## config.mk

```make
export PLATFORM = sky130hd
export DESIGN_NAME = ahb_slave_mux_flat
export DESIGN_NICKNAME = d
export VERILOG_FILES = /design/src/rtl/ahb_pkg.sv /design/src/rtl/ahb_slave_mux_if.sv /design/src/rtl/ahb_default_slave.sv /design/src/rtl/ahb_slave_mux.sv /design/src/flat_wrapper.sv
export SDC_FILE = /design/constraint.sdc
export NUM_CORES = 1
export LEC_CHECK = 0
export ABC_AREA = 1
export CORE_AREA = 2 2 154 156
export CTS_BUF_LIST = sky130_fd_sc_hd__clkbuf_4 sky130_fd_sc_hd__clkbuf_8 sky130_fd_sc_hd__clkbuf_16
export CTS_CLUSTER_DIAMETER = 30
export DETAILED_ROUTE_END_ITERATION = 16
export DIE_AREA = 0 0 156 158
export GPL_TIMING_DRIVEN = 1
export PLACE_DENSITY_LB_ADDON = 0.1
export SLEW_MARGIN = 10
export SYNTH_ARGS = -nofsm -noshare
export SYNTH_HDL_FRONTEND = slang
export SYNTH_SLANG_ARGS = --single-unit
```

## constraint.sdc

```tcl
create_clock -name HCLK -period 3.5 [get_ports HCLK]
set_clock_uncertainty 0.2 [all_clocks]
set_input_delay 0.875 -clock HCLK [delete_from_list [all_inputs] [get_ports HCLK]]
set_output_delay 0.875 -clock HCLK [all_outputs]
set_load 0.1 [all_outputs]
```

## src/rtl/ahb_pkg.sv

```systemverilog
// Shared AHB-Lite encodings and slot-map constants for the slave return-path mux.
package ahb_pkg;

    typedef enum logic [1:0] {
        IDLE   = 2'b00,
        BUSY   = 2'b01,
        NONSEQ = 2'b10,
        SEQ    = 2'b11
    } htrans_e;

    typedef enum logic {
        OKAY  = 1'b0,
        ERROR = 1'b1
    } hresp_e;

    typedef enum logic {
        DS_IDLE = 1'b0,
        DS_ERR2 = 1'b1
    } ds_state_e;

    localparam int NSLV     = 8;
    localparam int DEF_SLOT = 6;

endpackage

```

## src/rtl/ahb_slave_mux_if.sv

```systemverilog
// Bus bundle between decoder/slaves and the return-path mux.
interface ahb_slave_mux_if #(
    parameter int DW   = 32,
    parameter int NSLV = ahb_pkg::NSLV,
    parameter int AW   = 34
);
    logic [NSLV-1:0]    HSEL;
    logic [AW-1:0]      HADDR;
    logic [1:0]         HTRANS;
    logic [NSLV*DW-1:0] HRDATA_S;
    logic [NSLV-1:0]    HREADYOUT_S;
    logic [NSLV-1:0]    HRESP_S;
    logic [DW-1:0]      HRDATA;
    logic               HREADY;
    logic               HRESP;

    // The mux sits on the slave side of this bundle.
    modport slave (
        input  HSEL, HADDR, HTRANS, HRDATA_S, HREADYOUT_S, HRESP_S,
        output HRDATA, HREADY, HRESP
    );

    modport master (
        output HSEL, HADDR, HTRANS, HRDATA_S, HREADYOUT_S, HRESP_S,
        input  HRDATA, HREADY, HRESP
    );
endinterface

```

## src/rtl/ahb_default_slave.sv

```systemverilog
// Built-in default slave: two-cycle ERROR for active transfers, plus error counter
// and last-faulting-address capture.
module ahb_default_slave
    import ahb_pkg::*;
#(
    parameter int AW  = 34,
    parameter int ECW = 8
) (
    input  logic           clk,
    input  logic           rst,
    input  logic           cur_hit,
    input  logic           next_hit,
    input  logic           addr_load,
    input  logic [AW-1:0]  haddr,
    output logic           hready,
    output logic           hresp,
    output logic [ECW-1:0] err_cnt,
    output logic [AW-1:0]  err_addr
);

    ds_state_e      state_reg;
    logic           hready_reg;
    logic           hresp_reg;
    logic [ECW-1:0] err_cnt_reg;
    logic [AW-1:0]  err_addr_reg;
    logic [AW-1:0]  ahold_reg;

    // Outputs are registered: each edge computes what the next data phase must
    // see from the next state and the select/transfer type captured at this edge.
    always_ff @(posedge clk or posedge rst) begin
        if (rst) begin
            state_reg    <= DS_IDLE;
            hready_reg   <= 1'b1;
            hresp_reg    <= OKAY;
            err_cnt_reg  <= '0;
            err_addr_reg <= '0;
            ahold_reg    <= '0;
        end else begin
            if (addr_load)
                ahold_reg <= haddr;

            if (state_reg == DS_ERR2) begin
                state_reg    <= DS_IDLE;
                err_addr_reg <= ahold_reg;
                if (err_cnt_reg != '1)
                    err_cnt_reg <= err_cnt_reg + 1'b1;
            end else if (cur_hit) begin
                state_reg <= DS_ERR2;
            end

            if (state_reg == DS_IDLE && cur_hit) begin
                hready_reg <= 1'b1;
                hresp_reg  <= ERROR;
            end else if (next_hit) begin
                hready_reg <= 1'b0;
                hresp_reg  <= ERROR;
            end else begin
                hready_reg <= 1'b1;
                hresp_reg  <= OKAY;
            end
        end
    end

    assign hready   = hready_reg;
    assign hresp    = hresp_reg;
    assign err_cnt  = err_cnt_reg;
    assign err_addr = err_addr_reg;

endmodule

```

## src/rtl/ahb_slave_mux.sv

```systemverilog
// AHB-Lite slave-to-master return mux: registers decoder selects per address phase
// and routes the selected slave (or the internal default slave) to the master.
module ahb_slave_mux #(
    parameter int DW       = 32,
    parameter int NSLV     = ahb_pkg::NSLV,
    parameter int DEF_SLOT = ahb_pkg::DEF_SLOT,
    parameter int AW       = 34,
    parameter int ECW      = 8
) (
    input  logic           HCLK,
    input  logic           HRESET,
    ahb_slave_mux_if.slave bus,
    output logic [ECW-1:0] ERR_CNT,
    output logic [AW-1:0]  ERR_ADDR
);

    localparam int SW = (NSLV > 1) ? $clog2(NSLV) : 1;
    localparam logic [SW-1:0] DEF_IDX = SW'(DEF_SLOT);

    logic          dsel_vld_reg, dsel_vld_next;
    logic [SW-1:0] dsel_reg, dsel_next, sel_enc;
    logic          dact_reg, dact_next;
    logic          active;
    logic          cur_hit, next_hit, addr_load;
    logic          ds_hready, ds_hresp;
    logic          hready_mux, hresp_mux;
    logic [DW-1:0] hrdata_mux;
    logic [DW-1:0] slot_rdata [NSLV];

    for (genvar gi = 0; gi < NSLV; gi++) begin : g_slot
        assign slot_rdata[gi] = bus.HRDATA_S[gi*DW +: DW];
    end

    // Lowest set select wins when the decoder drives more than one bit.
    always_comb begin
        sel_enc = '0;
        for (int i = NSLV - 1; i >= 0; i--)
            if (bus.HSEL[i]) sel_enc = SW'(i);
    end

    assign active = (bus.HTRANS == ahb_pkg::NONSEQ) || (bus.HTRANS == ahb_pkg::SEQ);

    always_comb begin
        dsel_vld_next = dsel_vld_reg;
        dsel_next     = dsel_reg;
        dact_next     = dact_reg;
        if (hready_mux) begin
            dsel_vld_next = |bus.HSEL;
            dsel_next     = sel_enc;
            dact_next     = active;
        end
    end

    always_ff @(posedge HCLK or posedge HRESET) begin
        if (HRESET) begin
            dsel_vld_reg <= 1'b0;
            dsel_reg     <= '0;
            dact_reg     <= 1'b0;
        end else begin
            dsel_vld_reg <= dsel_vld_next;
            dsel_reg     <= dsel_next;
            dact_reg     <= dact_next;
        end
    end

    assign addr_load = hready_mux && bus.HSEL[DEF_SLOT] && active;
    assign cur_hit   = dsel_vld_reg && (dsel_reg == DEF_IDX) && dact_reg;
    assign next_hit  = dsel_vld_next && (dsel_next == DEF_IDX) && dact_next;

    ahb_default_slave #(
        .AW  (AW),
        .ECW (ECW)
    ) u_default_slave (
        .clk       (HCLK),
        .rst       (HRESET),
        .cur_hit   (cur_hit),
        .next_hit  (next_hit),
        .addr_load (addr_load),
        .haddr     (bus.HADDR),
        .hready    (ds_hready),
        .hresp     (ds_hresp),
        .err_cnt   (ERR_CNT),
        .err_addr  (ERR_ADDR)
    );

    always_comb begin
        hready_mux = 1'b1;
        hresp_mux  = ahb_pkg::OKAY;
        hrdata_mux = '0;
        if (dsel_vld_reg) begin
            if (dsel_reg == DEF_IDX) begin
                hready_mux = ds_hready;
                hresp_mux  = ds_hresp;
            end else begin
                hready_mux = bus.HREADYOUT_S[dsel_reg];
                hresp_mux  = bus.HRESP_S[dsel_reg];
                hrdata_mux = slot_rdata[dsel_reg];
            end
        end
    end

    assign bus.HREADY = hready_mux;
    assign bus.HRESP  = hresp_mux;
    assign bus.HRDATA = hrdata_mux;

    // Multi-hot selects are tolerated but worth noticing in simulation.
    assert property (@(posedge HCLK) disable iff (HRESET) hready_mux |-> $onehot0(bus.HSEL))
        else $warning("ahb_slave_mux: multiple HSEL bits set (%b), lowest index used", bus.HSEL);

endmodule

```

## src/flat_wrapper.sv

```systemverilog
// flat-port wrapper written by rule: the top's interface ports become plain ports
module ahb_slave_mux_flat 
#(
    parameter int DW       = 32,
    parameter int NSLV     = ahb_pkg::NSLV,
    parameter int DEF_SLOT = ahb_pkg::DEF_SLOT,
    parameter int AW       = 34,
    parameter int ECW      = 8
)
  (HCLK, HRESET, ERR_CNT, ERR_ADDR, bus_HSEL, bus_HADDR, bus_HTRANS, bus_HRDATA_S, bus_HREADYOUT_S, bus_HRESP_S, bus_HRDATA, bus_HREADY, bus_HRESP);
  ahb_slave_mux_if #(.DW(DW), .NSLV(NSLV), .AW(AW)) bus_i ();
  input  logic HCLK;
  input  logic HRESET;
  output logic [ECW-1:0] ERR_CNT;
  output logic [AW-1:0] ERR_ADDR;
  input wire logic [$bits(bus_i.HSEL)-1:0] bus_HSEL;
  input wire logic [$bits(bus_i.HADDR)-1:0] bus_HADDR;
  input wire logic [$bits(bus_i.HTRANS)-1:0] bus_HTRANS;
  input wire logic [$bits(bus_i.HRDATA_S)-1:0] bus_HRDATA_S;
  input wire logic [$bits(bus_i.HREADYOUT_S)-1:0] bus_HREADYOUT_S;
  input wire logic [$bits(bus_i.HRESP_S)-1:0] bus_HRESP_S;
  output wire logic [$bits(bus_i.HRDATA)-1:0] bus_HRDATA;
  output wire logic [$bits(bus_i.HREADY)-1:0] bus_HREADY;
  output wire logic [$bits(bus_i.HRESP)-1:0] bus_HRESP;
  assign bus_i.HSEL = bus_HSEL;
  assign bus_i.HADDR = bus_HADDR;
  assign bus_i.HTRANS = bus_HTRANS;
  assign bus_i.HRDATA_S = bus_HRDATA_S;
  assign bus_i.HREADYOUT_S = bus_HREADYOUT_S;
  assign bus_i.HRESP_S = bus_HRESP_S;
  assign bus_HRDATA = bus_i.HRDATA;
  assign bus_HREADY = bus_i.HREADY;
  assign bus_HRESP = bus_i.HRESP;
  ahb_slave_mux #(.DW(DW), .NSLV(NSLV), .DEF_SLOT(DEF_SLOT), .AW(AW), .ECW(ECW)) u_core (.HCLK(HCLK), .HRESET(HRESET), .bus(bus_i), .ERR_CNT(ERR_CNT), .ERR_ADDR(ERR_ADDR));
endmodule
```

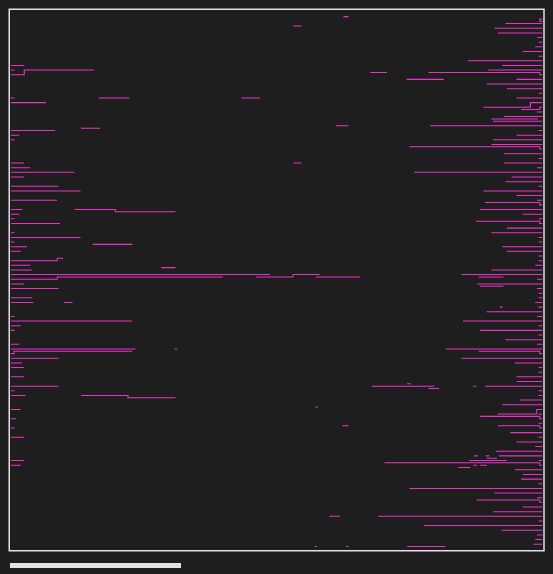
(images/layer_met3.png)
Scale bar: 50 µm.
wire length on this layer = 1940 µm
share of all routed wire = 8.1%
longest straight run = 75.4 µm
main direction = horizontal
overall via count from detail_route: 6591
final wirelength: 23900 µm
met3 Resource Use GR: 5.256%

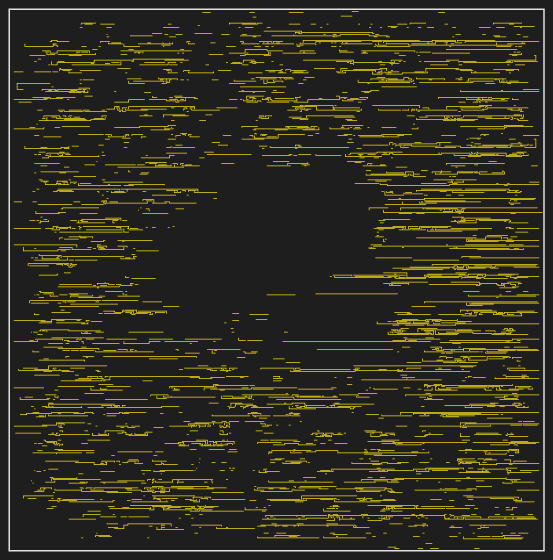
(images/layer_met1.png)
nets with wire on the layer = 1230
wire length on this layer = 9770 µm

==> flow_results.xml <==
<?xml version="1.0" encoding="UTF-8"?>
<metrics>
  <group name="setup_path">
    <metric name="worstPathBufferInverterCount" unit="">2</metric>
    <metric name="cp_num_cells" unit="">7</metric>
    <metric name="r2r_end" unit="">u_core.u_default_slave.ahold_reg[20]$_DFFE_PP0P_</metric>
    <metric name="worst-r2r-setup-slack" unit="ns">1.00</metric>
    <metric name="crit_path_start" unit="">bus_HRDATA_S[64]</metric>
    <metric name="timing.critical_path.to" unit="">bus_HRDATA[0]</metric>
    <metric name="critical_path_required" unit="ns">2.42</metric>
  </group>
  <group name="sta">
    <metric name="final.setup.worst_slack" unit="ns">0.3093</metric>
    <metric name="maxSlewHeadroom" unit="%">67.49</metric>
    <metric name="finalCritPeriodShare" unit="%">91.16</metric>
    <metric name="achievable-frequency" unit="MHz">313.4</metric>
    <metric name="period_minus_slack" unit="ns">3.191</metric>
  </group>
  <group name="cells_and_area">
    <metric name="n_antenna_cell" unit="">4</metric>
    <metric name="nMultiInputCombCells" unit="">611</metric>
    <metric name="seq_share" unit="%">21.16</metric>
    <metric name="nonClockInverterCount" unit="">54</metric>
    <metric name="layout.core_utilization" unit="%">43.25</metric>
    <metric name="layout.cell_area.non_filler" unit="µm²">9970</metric>
  </group>
  <group name="synthesis">
    <metric name="yosysTopAreaCell" unit="">dfrtp_1</metric>
    <metric name="top_cell_type_s_share_of_synthesized_area" unit="%">37.37</metric>
    <metric name="synth.comb.largest_family" unit="">simple AND/OR/NAND/NOR gates</metric>
    <metric name="most_common_cell" unit="">nand2_1</metric>
    <metric name="synth.area.mux_share" unit="%">0.2026</metric>
    <metric name="synth_warnings" unit="">0</metric>
  </group>
  <group name="routing">
    <metric name="antenna_violating_nets_post_route" unit="">0</metric>
    <metric name="drc_errors" unit="">0</metric>
    <metric name="met1_length" unit="µm">9773</metric>
    <metric name="total_length_of_routed_met3_wires" unit="µm">1944</metric>
  </group>
  <group name="global_routing">
    <metric name="global_route.overflow_total" unit="">0</metric>
    <metric name="grt_pass1_wl" unit="µm">35620</metric>
    <metric name="globalRouteMet2Util" unit="%">32.68</metric>
    <metric name="grt_usage" unit="%">18.38</metric>
    <metric name="number_of_global_route_vias_before_repair" unit="">6324</metric>
    <metric name="grt_antenna_before_repair" unit="">6</metric>
  </group>
  <group name="pwr">
    <metric name="p_comb" unit="µW">9040</metric>
    <metric name="power_frac_seq" unit="%">14.5</metric>
    <metric name="total_power" unit="µW">11630</metric>
    <metric name="ir_worst_vdd" unit="mV">0.6547</metric>
    <metric name="internal_power" unit="µW">4733</metric>
    <metric name="combPwrFrac" unit="%">77.7</metric>
  </group>
  <group name="placement">
    <metric name="io_buffer_count" unit="">358</metric>
  </group>
  <group name="floorplanning">
    <metric name="design.die.area" unit="µm²">24650</metric>
    <metric name="die_x" unit="µm">156</metric>
    <metric name="floorplan.initialDensity" unit="%">24.11</metric>
  </group>
  <group name="clocking">
    <metric name="cts_buffer_depth" unit="">2</metric>
    <metric name="hold_buffers" unit="">0</metric>
    <metric name="post_cts_buffers" unit="">0</metric>
  </group>
  <group name="worst_hold_path">
    <metric name="hold_path.class" unit="">register to register</metric>
    <metric name="holdPathEnd" unit="">u_core.u_default_slave.err_addr[16]$_DFFE_PP0P_</metric>
  </group>
  <group name="status">
    <metric name="run_status" unit="">complete, no violations</metric>
  </group>
</metrics>
No activity file was given, so power comes from the tool's default toggle rates.
